File: config.mk
export PLATFORM = sky130hd
export DESIGN_NAME = tdm_demux2_flat
export DESIGN_NICKNAME = d
export VERILOG_FILES = /design/src/rtl/tdm_demux2_if.sv /design/src/rtl/tdm_demux2.sv /design/src/flat_wrapper.sv
export SDC_FILE = /design/constraint.sdc
export NUM_CORES = 1
export LEC_CHECK = 0
export CORE_MARGIN = 8
export CORE_UTILIZATION = 50
export DETAILED_ROUTE_END_ITERATION = 8
export HOLD_SLACK_MARGIN = 0.02
export PLACE_DENSITY = 0.77
export SKIP_CTS_REPAIR_TIMING = 1
export SLEW_MARGIN = 10
export SYNTH_ARGS = -nofsm -noshare
export SYNTH_HDL_FRONTEND = slang
export SYNTH_SLANG_ARGS = --single-unit
File: constraint.sdc
create_clock -name clk -period 2.3 [get_ports clk]
set_input_delay 0.69 -clock clk [delete_from_list [all_inputs] [get_ports clk]]
set_output_delay 0.69 -clock clk [all_outputs]
set_load 0.02 [all_outputs]
File: src/rtl/tdm_demux2_if.sv
// tdm_demux2_if: signal bundle between a TDM serial source and the
// two-channel demultiplexer.
//   master : drives the bit strobe, serial data and frame sync;
//            observes the recovered words, valid pulses, lock and error.
//   slave  : the demultiplexer side (inputs en/din/fs, outputs the rest).
interface tdm_demux2_if #(
   parameter int W = 8
);
   logic         en;
   logic         din;
   logic         fs;
   logic [W-1:0] b0;
   logic [W-1:0] b1;
   logic         v0;
   logic         v1;
   logic         lock;
   logic         err;

   modport master (
      output en, din, fs,
      input  b0, b1, v0, v1, lock, err
   );

   modport slave (
      input  en, din, fs,
      output b0, b1, v0, v1, lock, err
   );
endinterface

File: src/rtl/tdm_demux2.sv
// tdm_demux2: recovers two W-bit channels from a TDM serial stream.
// Each frame is slot 0 then slot 1, MSB first; fs marks the first bit of
// slot 0. Bits are taken only on cycles with en=1.
// Ports:
//   clk  - system clock, rising edge
//   rst  - asynchronous active-high reset
//   bus  - tdm_demux2_if.slave: en/din/fs in; b0/b1 held words, v0/v1
//          one-cycle update pulses, lock (frame aligned), err (sync fault)
module tdm_demux2 #(
   parameter int W = 8
) (
   input  logic          clk,
   input  logic          rst,
   tdm_demux2_if.slave   bus
);
   localparam int CW = $clog2(W);

   localparam logic [0:0] ST_HUNT = 1'b0;
   localparam logic [0:0] ST_RUN  = 1'b1;

   logic [0:0]    state_q, state_d;
   logic [W-1:0]  shift_q, shift_d;
   logic [CW-1:0] cnt_q,   cnt_d;
   logic          slot_q,  slot_d;
   logic [W-1:0]  b0_q,    b0_d;
   logic [W-1:0]  b1_q,    b1_d;
   logic          v0_q,    v0_d;
   logic          v1_q,    v1_d;
   logic          lock_q,  lock_d;
   logic          err_q,   err_d;

   logic          at_start;
   logic          last_bit;
   logic [W-1:0]  shift_in;

   assign at_start = (cnt_q == '0) && !slot_q;
   assign last_bit = (cnt_q == CW'(W - 1));
   assign shift_in = {shift_q[W-2:0], bus.din};

   always_comb begin
      state_d = state_q;
      shift_d = shift_q;
      cnt_d   = cnt_q;
      slot_d  = slot_q;
      b0_d    = b0_q;
      b1_d    = b1_q;
      lock_d  = lock_q;
      // Pulses default low so they never stretch across idle strobes.
      v0_d    = 1'b0;
      v1_d    = 1'b0;
      err_d   = 1'b0;

      if (bus.en) begin
         if (state_q == ST_HUNT) begin
            if (bus.fs) begin
               shift_d = shift_in;
               cnt_d   = CW'(1);
               slot_d  = 1'b0;
               state_d = ST_RUN;
            end
         end else if (bus.fs && !at_start) begin
            // Early sync: drop the partial word and realign on this bit,
            // even if it would have completed a word.
            err_d   = 1'b1;
            lock_d  = 1'b0;
            shift_d = shift_in;
            cnt_d   = CW'(1);
            slot_d  = 1'b0;
         end else if (!bus.fs && at_start) begin
            // Missing sync: alignment lost, go back to hunting.
            err_d   = 1'b1;
            lock_d  = 1'b0;
            state_d = ST_HUNT;
         end else begin
            shift_d = shift_in;
            if (last_bit) begin
               if (!slot_q) begin
                  b0_d = shift_in;
                  v0_d = 1'b1;
               end else begin
                  b1_d   = shift_in;
                  v1_d   = 1'b1;
                  lock_d = 1'b1;
               end
               cnt_d  = '0;
               slot_d = !slot_q;
            end else begin
               cnt_d = cnt_q + CW'(1);
            end
         end
      end
   end

   always_ff @(posedge clk or posedge rst) begin
      if (rst) begin
         state_q <= ST_HUNT;
         shift_q <= '0;
         cnt_q   <= '0;
         slot_q  <= 1'b0;
         b0_q    <= '0;
         b1_q    <= '0;
         v0_q    <= 1'b0;
         v1_q    <= 1'b0;
         lock_q  <= 1'b0;
         err_q   <= 1'b0;
      end else begin
         state_q <= state_d;
         shift_q <= shift_d;
         cnt_q   <= cnt_d;
         slot_q  <= slot_d;
         b0_q    <= b0_d;
         b1_q    <= b1_d;
         v0_q    <= v0_d;
         v1_q    <= v1_d;
         lock_q  <= lock_d;
         err_q   <= err_d;
      end
   end

   assign bus.b0   = b0_q;
   assign bus.b1   = b1_q;
   assign bus.v0   = v0_q;
   assign bus.v1   = v1_q;
   assign bus.lock = lock_q;
   assign bus.err  = err_q;
endmodule

File: src/flat_wrapper.sv
// flat-port wrapper written by rule: the top's interface ports become plain ports
module tdm_demux2_flat 
#(
   parameter int W = 8
)
  (clk, rst, bus_en, bus_din, bus_fs, bus_b0, bus_b1, bus_v0, bus_v1, bus_lock, bus_err);
  tdm_demux2_if #(.W(W)) bus_i ();
  input  logic clk;
  input  logic rst;
  input wire logic [$bits(bus_i.en)-1:0] bus_en;
  input wire logic [$bits(bus_i.din)-1:0] bus_din;
  input wire logic [$bits(bus_i.fs)-1:0] bus_fs;
  output wire logic [$bits(bus_i.b0)-1:0] bus_b0;
  output wire logic [$bits(bus_i.b1)-1:0] bus_b1;
  output wire logic [$bits(bus_i.v0)-1:0] bus_v0;
  output wire logic [$bits(bus_i.v1)-1:0] bus_v1;
  output wire logic [$bits(bus_i.lock)-1:0] bus_lock;
  output wire logic [$bits(bus_i.err)-1:0] bus_err;
  assign bus_i.en = bus_en;
  assign bus_i.din = bus_din;
  assign bus_i.fs = bus_fs;
  assign bus_b0 = bus_i.b0;
  assign bus_b1 = bus_i.b1;
  assign bus_v0 = bus_i.v0;
  assign bus_v1 = bus_i.v1;
  assign bus_lock = bus_i.lock;
  assign bus_err = bus_i.err;
  tdm_demux2 #(.W(W)) u_core (.clk(clk), .rst(rst), .bus(bus_i));
endmodule
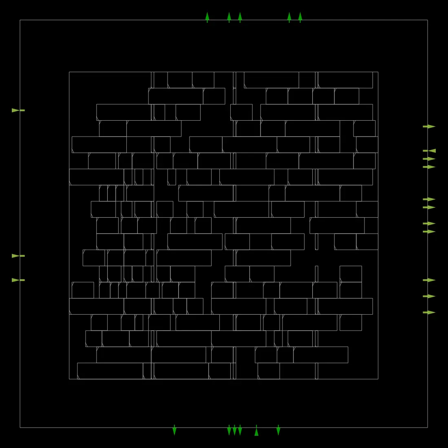
final_placement.png
fin util: 0.683
tap cells: 31

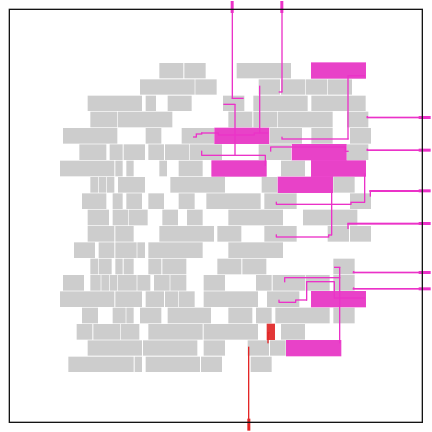
port_nets.png
Scale: 6 px per um.
- red: rst (bits 1; direction input; end cells 1; buffers 1; wire 13.9 um)
- magenta: bus_b0 (bits 8; direction output; end cells 8; buffers 8; wire 257 um)
Ports: 25
input/output buffers: 24

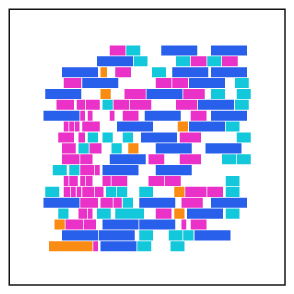
cell_classes.png
Scale: 4 px per um.
- cyan: other buffers and delay cells (cells 37; share of their area 19%)
- orange: clock drivers and dummy loads (cells 8; share of their area 4.5%)
- magenta: all other logic (cells 62; share of their area 31%)
- blue: flops (cells 32; share of their area 45%)
Core Rows: 19
post-route design area: 1840 sq um
area of the core: 2690 sq um
flop share of the area: 0.436

==> impl_metrics.csv <==
group,metric,value,unit
cts,cts_inserted_buffers,5,
pwr,ir_drop,0.840,mV
cts,root_buffer,"clkbuf_4",
logic_synthesis,ys.flop_type,"dfrtp_1",
logic_synthesis,top_cell,"dfrtp_1",
logic_synthesis,xor_area_frac,0,
detailed_routing,first_pass_iters,3,
grt,grt_start_max_net_pins,33,
sta,drv_slew,0,
detailed_routing,wl_per_cell,14.6,um
sta,period_minus_slack,2230,ps
logic_synthesis,top_logic_kind,"multiplexers",
logic_synthesis,ys_cells,96,
pwr,leakagePower,0.000911,uW
grt,antenna_found_initial,0,
pwr,finalPower,1750,uW
logic_synthesis,ys_sh_adder,0.0543,
layout,layout-drive-gt1-share,0.338,
logic_synthesis,syn-cell-area,1380,sq um
cts,clockBufferDepth,2,
worst_setup_path,rrSetupSlack,160,ps
floorplanning,die.size.y,68.6,um
logic_synthesis,ys_area,1380,sq um
layout,diodes,0,
detailed_routing,vias_per_cell,5.08,
floorplanning,dieArea,4700,sq um
worst_setup_path,endpoint_kind,"register",
layout,area_growth,32.8,%
logic_synthesis,ys_seq_frac,0.579,
logic_synthesis,synthAoiAreaFrac,0.0271,
worst_setup_path,critical_path.startpoint_type,"primary input",
pwr,power_density,953,nW/um^2
min_path,holdCritPathClass,"register to register",
sta,setup_violations,0,
grt,track_usage,0.125,
sta,relSlewSlack,0.740,
place,gp_congestion,0.745,
sta,period_used_share,0.971,
sta,max_freq,448,MHz
place,hpwl,1920,um
place,dp.cells,162,
worst_setup_path,worst-path-max-fanout,8,
logic_synthesis,synth_flops,32,
cts,cts_tree,"done",
detailed_routing,vias,863,
sta,hold_viol_final,0,
logic_synthesis,syn_nets,107,
grt,first_global_vias,930,
run,cap_viol_max_count,0,
sta,worstMarginPinSlew,390,ps
detailed_routing,wl,2480,um
logic_synthesis,edf_count,0,
outcome,outcome,"finished clean",
detailed_routing,detail_route.iter0.violations,20,
detailed_routing,postRouteAntennaNets,0,
logic_synthesis,synth.avg_cell_area,14.4,sq um
logic_synthesis,ys_sh_simple,0.0742,
floorplanning,initCoreUtil,0.515,
logic_synthesis,synthDistinctLibCells,26,
logic_synthesis,area_leaders,"dfrtp_1, mux2_2, mux2_4, ha_1, inv_1",
logic_synthesis,async_reset_ff_frac,1.00,
logic_synthesis,ys_sh_mux,0.232,
grt,overflow,0,
layout,layout.cells.non_filler,170,
logic_synthesis,largest_area_cell,"dfrtp_1",
grt,grt_pass1_wl,4260,um
worst_setup_path,arrival,2450,ps
logic_synthesis,common_cells,"dfrtp_1, mux2_2, inv_1, mux2_4, ha_1",
cts,clk_pin_slew_worst_paths,100,ps
worst_setup_path,critPathKind,"primary input to register",
cts,cts.sinks,32,
logic_synthesis,synth_cells,96,
logic_synthesis,yosys_warnings,0,
floorplanning,fp.dieW,68.6,um
cts,htree_levels,2,
worst_setup_path,crit_required,2520,ps
sta,rsz0062_at_grt,"no",
run,warnings,29,
layout,final_nets,149,
logic_synthesis,top_cell_area_share,0.579,
detailed_routing,drc,0,
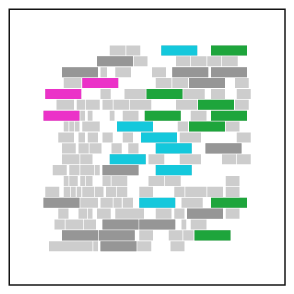
registers.png
Scale: 4 px per um. Other sequential cells in the stronger gray, the rest of the logic in the fainter gray.
- green: u_core.bus.b0 (sequential cells 8)
- magenta: u_core.cnt_q (sequential cells 3)
- cyan: u_core.shift_q (sequential cells 7; where middle)
- not colored: 14
sequential power: 801 uW
Flop area: 801 sq um

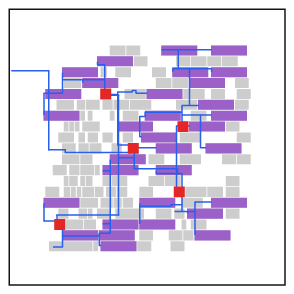
clock_map.png
Scale: 4 px per um.
- blue: clock wires (length 394 um)
- red: cells driving clock nets (count 5)
- purple: flip-flops (count 32)
- routed clock nets: 6
clock skew: 10.1 ps
worst skew pair latency: 330 ps
clock power share: 0.241
Clk. pwr: 422 uW

[logic make-up (layout without fill, tap and decap cells)]
group | after synthesis | count (layout)
muxes | 26 | 26
AOI/OAI and AO/OA | 5 | 5
adders and majority gates | 6 | 6
DFF | 32 | 32
and+or+nand+nor | 17 | 17
buffers and inverters | 10 | 53
[layer usage]
metal  global-route usage  routed length (um)  vias up
met2                0.214                1250       19
met4               0.0691                  49        0
met3               0.0452                 182        5
met5                    0                   0        -
li1                     -                   -      417
met1                0.132                 999      422
[cells in the final DEF, fill, tap and decap left out]
cell type,count
and4_1,1
clkdlybuf4s50_1,24
clkinv_2,1
nand2b_1,1
a32o_1,1
bufinv_16,1
nand2_1,4
nand3_1,1
nor4b_1,1
or4_4,1
buf_12,1
nor4_1,1
clkinvlp_4,1
mux2_2,15
mux2_4,8
ha_1,6
inv_1,8
clkbuf_4,5
mux2_1,1
o22a_1,1
buf_4,12
mux2i_1,2
dfrtp_1,32
and3b_1,1
o21ai_0,2
nor2_1,2
and2_1,1
or2_2,1
nand2_2,1
nor2b_1,1
a22o_1,1
[area by class of cell]
type	count	area, sq um
fill	211	851
sequential	32	801
multi-input combinational	54	536
timing repair buffer	37	350
clock inverter	3	42.5
tap	31	38.8
clock buffer	5	37.5
inverter	8	30.0
[power by group]
group	leakage (uW)	total (uW)	internal [uW]	switching (uW)
Sequential	0.000423	801	696	104
Clock	0.0000412	422	227	195
Combinational	0.000448	527	300	227
[path summary, 6_finish.rpt]
check / start / endpoint / cells after the start
setup / recovery: bus_fs / u_core.bus.b0[6]$_DFFE_PP0P_ / 6
hold reg to reg: u_core.bus.lock$_DFFE_PP0P_ / u_core.bus.lock$_DFFE_PP0P_ / 1
min in group asynchronous: rst / u_core.shift_q[1]$_DFFE_PP0P_ / 3
hold / removal: u_core.bus.lock$_DFFE_PP0P_ / u_core.bus.lock$_DFFE_PP0P_ / 1
max in group asynchronous: rst / u_core.slot_q$_DFFE_PP0P_ / 3
setup reg to reg: u_core.cnt_q[0]$_DFFE_PP0P_ / u_core.bus.b0[6]$_DFFE_PP0P_ / 7
[through the flow]
step	setup TNS (ps)	cell area (sq um)	utilization	worst slack, ps	hold slack, ps
after floorplan	0	1380	-	271	495
after global placement	-2080	1760	0.653	-243	472
after detailed placement	-2890	1760	0.653	-290	481
after CTS	0	1840	0.683	77.4	504
after global routing	0	1840	0.683	29.7	535
final	0	1840	0.683	67.3	508
[flip-flops by register name, summed over array words and instances (netlist names), 3 cells and up]
signal          count
u_core.bus.b0       8
u_core.cnt_q        3
u_core.shift_q      7
u_core.bus.b1       8
[worst max-delay path: stages]
cell             delay, ps
clkdlybuf4s50_1        500
inv_1                   70
ha_1                   180
nand2b_1               150
or4_4                  530
mux2_4                 330
No activity file was given, so power comes from the tool's default toggle rates.
